<file path="src/rtl/edge_pkg.sv">
// Shared types and constants for the edge-detection frame scheduler.
package edge_pkg;

  typedef enum logic [2:0] {
    ST_IDLE,
    ST_SCAN,
    ST_FETCH,
    ST_ISSUE,
    ST_WAIT_RES,
    ST_WRITE,
    ST_DONE
  } state_t;

  localparam int TAPS  = 9;
  localparam int TAP_W = 8;

  localparam logic KERNEL_SOBEL   = 1'b0;
  localparam logic KERNEL_PREWITT = 1'b1;

endpackage

</file>
<file path="src/rtl/edge_pos_counter.sv">
// Raster position tracker: pixel index plus row/column counters, border and last-pixel flags.
module edge_pos_counter #(
  parameter int WIDTH  = 45,
  parameter int HEIGHT = 45,
  parameter int ADDR_W = 19
) (
  input  logic              clk,
  input  logic              rst,
  input  logic              clr,
  input  logic              adv,
  output logic [ADDR_W-1:0] p,
  output logic              border,
  output logic              last
);

  localparam int COL_W = $clog2(WIDTH);
  localparam int ROW_W = $clog2(HEIGHT);
  localparam logic [COL_W-1:0] COL_LAST = COL_W'(WIDTH - 1);
  localparam logic [ROW_W-1:0] ROW_LAST = ROW_W'(HEIGHT - 1);

  logic [ADDR_W-1:0] p_reg;
  logic [COL_W-1:0]  col_reg;
  logic [ROW_W-1:0]  row_reg;

  always_ff @(posedge clk or negedge rst) begin
    if (!rst) begin
      p_reg   <= '0;
      col_reg <= '0;
      row_reg <= '0;
    end else if (clr) begin
      p_reg   <= '0;
      col_reg <= '0;
      row_reg <= '0;
    end else if (adv && !last) begin
      // Holding at the final pixel keeps p inside the frame.
      p_reg <= p_reg + 1'b1;
      if (col_reg == COL_LAST) begin
        col_reg <= '0;
        row_reg <= row_reg + 1'b1;
      end else begin
        col_reg <= col_reg + 1'b1;
      end
    end
  end

  assign p      = p_reg;
  assign last   = (row_reg == ROW_LAST) && (col_reg == COL_LAST);
  assign border = (row_reg == '0) || (row_reg == ROW_LAST) ||
                  (col_reg == '0) || (col_reg == COL_LAST);

endmodule

</file>
<file path="src/rtl/edge_frame_scheduler.sv">
// Walks a frame in raster order: zeroes border pixels, gathers 3x3 windows for
// interior pixels, hands them to the edge engine and writes back its result.
module edge_frame_scheduler
  import edge_pkg::*;
#(
  parameter int WIDTH  = 45,
  parameter int HEIGHT = 45,
  parameter int ADDR_W = 19
) (
  input  logic                  clk,
  input  logic                  rst,
  input  logic                  start,
  input  logic                  kernel_sel,
  output logic                  busy,
  output logic                  done,
  output logic                  rd_en,
  output logic [ADDR_W-1:0]     rd_addr,
  input  logic [7:0]            rd_data,
  output logic                  win_valid,
  input  logic                  win_ready,
  output logic [TAPS*TAP_W-1:0] win_data,
  output logic                  win_kernel,
  input  logic                  res_valid,
  input  logic [7:0]            res_pixel,
  output logic                  wr_en,
  output logic [ADDR_W-1:0]     wr_addr,
  output logic [7:0]            wr_data
);

  localparam logic [3:0] TAP_CNT = 4'(TAPS);

  state_t            state_reg;
  logic              busy_reg;
  logic              kernel_reg;
  logic [3:0]        fetch_cnt_reg;
  logic [1:0]        fetch_col_reg;
  logic [ADDR_W-1:0] fetch_addr_reg;
  logic [7:0]        res_reg;

  logic [ADDR_W-1:0] p;
  logic              border;
  logic              last;
  logic              pos_clr;
  logic              pos_adv;

  assign pos_clr = (state_reg == ST_IDLE) && start;
  assign pos_adv = ((state_reg == ST_SCAN) && border) || (state_reg == ST_WRITE);

  edge_pos_counter #(
    .WIDTH  (WIDTH),
    .HEIGHT (HEIGHT),
    .ADDR_W (ADDR_W)
  ) u_pos (
    .clk    (clk),
    .rst    (rst),
    .clr    (pos_clr),
    .adv    (pos_adv),
    .p      (p),
    .border (border),
    .last   (last)
  );

  always_ff @(posedge clk or negedge rst) begin
    if (!rst) begin
      state_reg      <= ST_IDLE;
      busy_reg       <= 1'b0;
      kernel_reg     <= 1'b0;
      fetch_cnt_reg  <= '0;
      fetch_col_reg  <= '0;
      fetch_addr_reg <= '0;
      res_reg        <= '0;
    end else begin
      unique case (state_reg)
        ST_IDLE: begin
          if (start) begin
            state_reg  <= ST_SCAN;
            busy_reg   <= 1'b1;
            kernel_reg <= kernel_sel;
          end
        end
        ST_SCAN: begin
          if (border) begin
            if (last) begin
              state_reg <= ST_DONE;
              busy_reg  <= 1'b0;
            end
          end else begin
            state_reg      <= ST_FETCH;
            fetch_cnt_reg  <= '0;
            fetch_col_reg  <= '0;
            fetch_addr_reg <= p - ADDR_W'(WIDTH + 1);
          end
        end
        ST_FETCH: begin
          // Cycle 0 issues the first read; cycle 9 only captures the last tap.
          fetch_cnt_reg <= fetch_cnt_reg + 4'd1;
          if (fetch_col_reg == 2'd2) begin
            fetch_col_reg  <= '0;
            fetch_addr_reg <= fetch_addr_reg + ADDR_W'(WIDTH - 2);
          end else begin
            fetch_col_reg  <= fetch_col_reg + 2'd1;
            fetch_addr_reg <= fetch_addr_reg + 1'b1;
          end
          if (fetch_cnt_reg == TAP_CNT) begin
            state_reg <= ST_ISSUE;
          end
        end
        ST_ISSUE: begin
          if (win_ready) begin
            state_reg <= ST_WAIT_RES;
          end
        end
        ST_WAIT_RES: begin
          if (res_valid) begin
            res_reg   <= res_pixel;
            state_reg <= ST_WRITE;
          end
        end
        ST_WRITE: begin
          if (last) begin
            state_reg <= ST_DONE;
            busy_reg  <= 1'b0;
          end else begin
            state_reg <= ST_SCAN;
          end
        end
        ST_DONE: begin
          state_reg <= ST_IDLE;
        end
        default: begin
          state_reg <= ST_IDLE;
        end
      endcase
    end
  end

  // Each tap register captures the read data returned for its own fetch slot.
  for (genvar gi = 0; gi < TAPS; gi++) begin : g_tap
    logic [TAP_W-1:0] tap_reg;

    always_ff @(posedge clk or negedge rst) begin
      if (!rst) begin
        tap_reg <= '0;
      end else if ((state_reg == ST_FETCH) && (fetch_cnt_reg == 4'(gi + 1))) begin
        tap_reg <= rd_data;
      end
    end

    assign win_data[gi*TAP_W +: TAP_W] = tap_reg;
  end

  assign busy       = busy_reg;
  assign done       = (state_reg == ST_DONE);
  assign rd_en      = (state_reg == ST_FETCH) && (fetch_cnt_reg < TAP_CNT);
  assign rd_addr    = fetch_addr_reg;
  assign win_valid  = (state_reg == ST_ISSUE);
  assign win_kernel = kernel_reg;
  assign wr_en      = ((state_reg == ST_SCAN) && border) || (state_reg == ST_WRITE);
  assign wr_addr    = p;
  assign wr_data    = (state_reg == ST_WRITE) ? res_reg : 8'd0;

endmodule

</file>
<file path="config.mk">
export PLATFORM = sky130hd
export DESIGN_NAME = edge_frame_scheduler
export DESIGN_NICKNAME = d
export VERILOG_FILES = /design/src/rtl/edge_pkg.sv /design/src/rtl/edge_pos_counter.sv /design/src/rtl/edge_frame_scheduler.sv
export SDC_FILE = /design/constraint.sdc
export NUM_CORES = 1
export LEC_CHECK = 0
export ABC_AREA = 1
export CELL_PAD_IN_SITES_DETAIL_PLACEMENT = 1
export CELL_PAD_IN_SITES_GLOBAL_PLACEMENT = 2
export CORE_UTILIZATION = 33
export CTS_CLUSTER_SIZE = 10
export DETAILED_ROUTE_END_ITERATION = 8
export PLACE_DENSITY_LB_ADDON = 0.05
export SLEW_MARGIN = 10
export SYNTH_ARGS = -nofsm -noshare
export SYNTH_HDL_FRONTEND = slang
export SYNTH_HIERARCHICAL = 1
export SYNTH_SLANG_ARGS = --single-unit
</file>
<file path="constraint.sdc">
create_clock -name clk -period 3.45 [get_ports clk]
set_clock_uncertainty 0.1 [all_clocks]
set_input_delay 0.69 -clock clk [delete_from_list [all_inputs] [get_ports clk]]
set_output_delay 0.69 -clock clk [all_outputs]
set_load 0.05 [all_outputs]
</file>
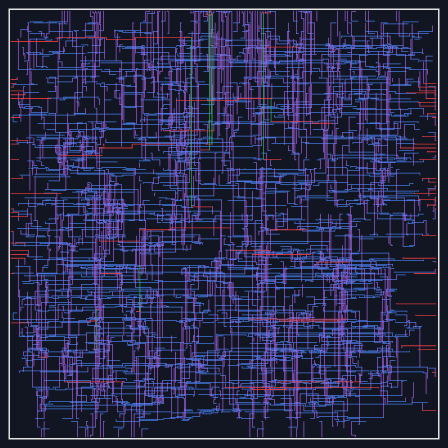
*Signal wires by layer*
- met3: red (wire length 793 µm)
- met1: blue (wire length 11300 µm)
- met4: green (wire length 248 µm)
- met2: purple (wire length 10700 µm)

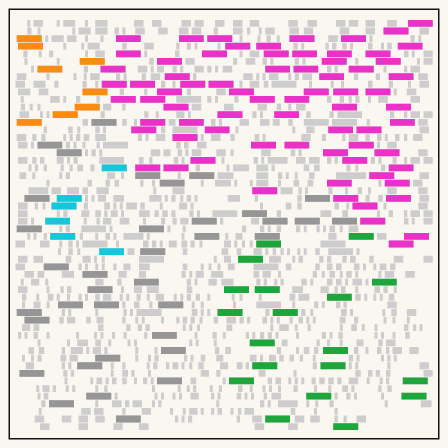
*Sequential cells grouped by signal name*
Other sequential cells in the stronger grey, the rest of the logic in the fainter grey.
- `rd_addr`: green (flops 19)
- `g_tap.tap_reg`: magenta (flops 72)
- `res_reg`: orange (flops 8; where top left)
- `u_pos/col_reg`: cyan (flops 6; where left middle)

==> run summary <==
Implementation status.

- The flow ran to the end, and the final reports show no timing, DRC or antenna violations.
- The number of buffers inserted during clock tree synthesis is 17.
- The final critical delay including setup and external delays is 3.09 ns.
- Total power normalized to cell area comes to 932 nW/µm².
- The maximum VDD drop is 0.000447 V.
- The synthesized netlist occupies a cell area of 7530 µm².
- The launching element of the worst setup path is u_pos/col_reg[0].
- Row generation in the floorplan step produced roughly 54 rows.
- For this run, the detailed router reports a per-instance via density of 4.91.
- The critical path data arrival time is 2.30 ns.
- Net switching is 49.8% of the power.
- The final standard cell utilization of the core is 44.5%.
- Once placement finished, the instance area stood at between 9000 and 10000 µm².
- The delay of the slowest cell on the worst path is 0.42 ns.
- The aggregate global routing overflow is 0.
- Logic depth along the worst register-to-register path is recorded as 12.
- The pre-placement core utilization is between 30% and 40%.
- TritonCTS built the clock tree.
- The group drawing the most power is combinational cells.
- The total sequential power is 0.00265 W.
- Looking at the clock tree report, the root buffer type is clkbuf_16.
- The maximum number of pins on one net before global-route repair is around 67.
- Summing over every cut layer, the via total after detailed routing is 6793.
- Yosys reports the multiplexer fraction of the synthesized area as 0%.
- The share of synthesized registers carrying an async set or reset is 100%.
- For reference, the final report shows the max-slew violation count at 0.
- Per STA, the library cell used most along the worst path is inv_1.
- Per the post-synthesis stats, the area per cell is approximately 8 µm².
- The met2 layer usage reported by global route is 32.4%.
- The worst setup path is captured at a primary output.
- Checking max transition, the worst relative margin is a little under three fifths.
- Excluding fillers, the count of instances in the completed layout stands at 1383.
- The most common cell after layout, fill and taps aside is nand2_1.
- Post-CTS timing repair inserted 0 buffers for setup.
- The cell with the most instances after synthesis is nand2_1.
- The H-tree level count is 4.
- Across all register-to-register paths, the minimum setup slack is 0.75 ns.
- For reference, the critical path is captured by wr_en.
- For this run, global-route usage on met3 was measured as 3.46%.
- On the critical path, the stage with the largest delay is an instance of dfrtp_1.
- The xor/xnor cell area share of the yosys netlist is 1.51%.
- The warning total across the stage logs is 32.
- The first routing iteration left 300 violations.
- The number of antenna violations at the first check in global routing came to 0.
- The number of buffers inserted for hold repair after clock tree synthesis is 0.
- about 150 I/O pins were placed.
- Per the OpenROAD floorplan log, the area of the die is 23400 µm².
- The post-synthesis to final-layout area growth is 30.6%.
- The count of cells resized by post-cts repair is 0.
- After synthesis, the design contains 942 cells according to Yosys.
- The worst setup path is launched from a register.
- Prior to clock tree synthesis, the placed netlist has a worst setup slack of 0.545 ns.
- During synthesis, Yosys emitted a total of 6 warnings.
- In the final report, the number of endpoints failing setup comes to 0.
- The net switching power is 0.00456 W.
- The pin slew with the least headroom to its limit is 0.661 ns.
- Max fanout on the critical path was recorded as 5.
- The gate-level netlist out of Yosys references 50 unique cell types.
- The detailed placer reported the number of placed instances as 1351.
- The overall power is 0.00916 W.
- The clock-pin transition on the worst setup and hold timing paths is about 0.070 ns.
- The via count of the first global-routing pass came to 6942.
- The data required time reported for the critical path is 2.66 ns.
- The number of enable flip-flop cells is 0.
- Ranked by total cell area, the synthesized netlist is headed by dfrtp_1 (47%), nand2_1 (10%), nor2_1 (6.1%).
- In the final design database the tool counted 1124 nets.
- The leakage component of the power was reported as 4.59 nW.
- The wire length of the first global-routing pass is 37.8 mm.
- Across the run, the number of max-cap violations was 0.
- The highest-utilization routing layer at the global route stage is met2.
- The final hold violation count recorded for this run is 0.
- The fraction of power consumed by combinational cells is 51.1%.
- The final estimated routing congestion in global placement is 0.806.
- The die is approximately 150 µm tall.
- The DRC violations left is 0.
- The final wirelength is approximately 23 mm.
- The predominant post-synthesis flop cell is dfrtp_1.
- For the worst reg-to-reg path, the startpoint reported by OpenROAD is u_pos/col_reg[0].
- The met1 demand-to-capacity share in global routing is between 20% and 30%.
- Traced cell by cell, the critical path runs through inv_1, ha_1, nand2_2, nor2_4, inv_1, o211ai_1, nand4_1, nand2_1, buf_4.
- In this run, the synthesized area fraction spent on AND-OR/OR-AND gates is recorded as about an eighth.
- The detail route stage leaves a number of antenna-violating nets equal to 0.
- The maximum clock frequency is 324 MHz.
- The number of input and output port buffers inserted is 145.
- The fraction of layout cells with a size suffix above 1 is 10.1%.
- Summing the areas of all fa, ha and maj instances in the mapped netlist gives 1.99% of the synthesized area.
- The number of buffers between clock root and the deepest sink is 2.
- The final worst slack is 0.361 ns.
- The basic-gate share of the synthesized area counting and, or, nand and nor cells is a little under a third.
- The die boundary width is 153 µm.
- The family of cells with the greatest summed delay on the critical path is simple AND/OR/NAND/NOR gates.
- The register bit total from synthesis is 141.
- The cell type that accounts for the most area after synthesis is dfrtp_1.
- The register with the most flip-flops in the layout has about 70 of them.
- The critical path contains buffers and inverters numbering 3 combined.
- The clock share of power is between 10% and 20%.
- In the layout the commonest cells are nand2_1 (206), dfrtp_1 (141), clkdlybuf4s50_1 (134).
- The share of the yosys chip area belonging to registers is 46.9%.
- Setup repair after global routing left no endpoint under its margin.
- The first detailed-routing pass ran for 4 iterations.
- The area of the core is 22100 µm².
- The net count after synthesis is 976.
- Synthesis produced 942 cells.
- The total internal power is 0.00460 W.
- The commonest cells after synthesis are nand2_1 (206), dfrtp_1 (141), nor2_1 (123), inv_1 (96).
- The dominant non-sequential cell family after synthesis is simple AND/OR/NAND/NOR gates.
- Global routing consumed, over all layers together, between 20% and 30% of the routing resources.
- The chip area estimate from yosys synthesis is 7530 µm².
- Post-route period utilization is reported as 89.5%.
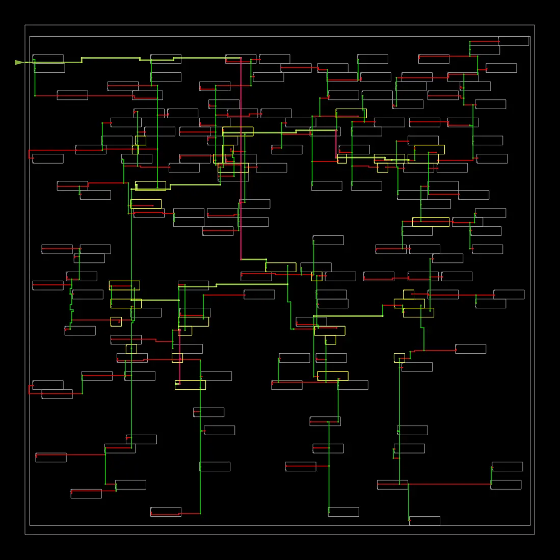
*The clock network*
clock latency on the worst-skew pair: 0.42 ns
power in the clock group: 0.00183 W
clock sink count: 141

[layer usage]
metal	up-vias	share of wire, %
met2	119	46
met5	-	0
met4	0	1.1
li1	3371	-
met3	15	3.4
met1	3288	49
[final cells by class]
| type | instances | area, µm² |
|---|---|---|
| Inverter | 106 | 400 |
| Tap cell | 280 | 350 |
| Timing Repair Buffer | 152 | 1550 |
| Clock buffer | 17 | 425 |
| Multi-Input combinational cell | 672 | 3430 |
| Clock inverter | 15 | 149 |
| Sequential cell | 141 | 3530 |
| Fill cell | 2636 | 12300 |
[cells by family after synthesis]
kind of cell               count (synthesis)
and+or+nand+nor                          485
DFF                                      141
buffers and inverters                    129
adders and majority gates                 12
xor gates and xnor gates                  13
AOI/OAI and AO/OA                        162
Power and IR drop assume default switching activity.
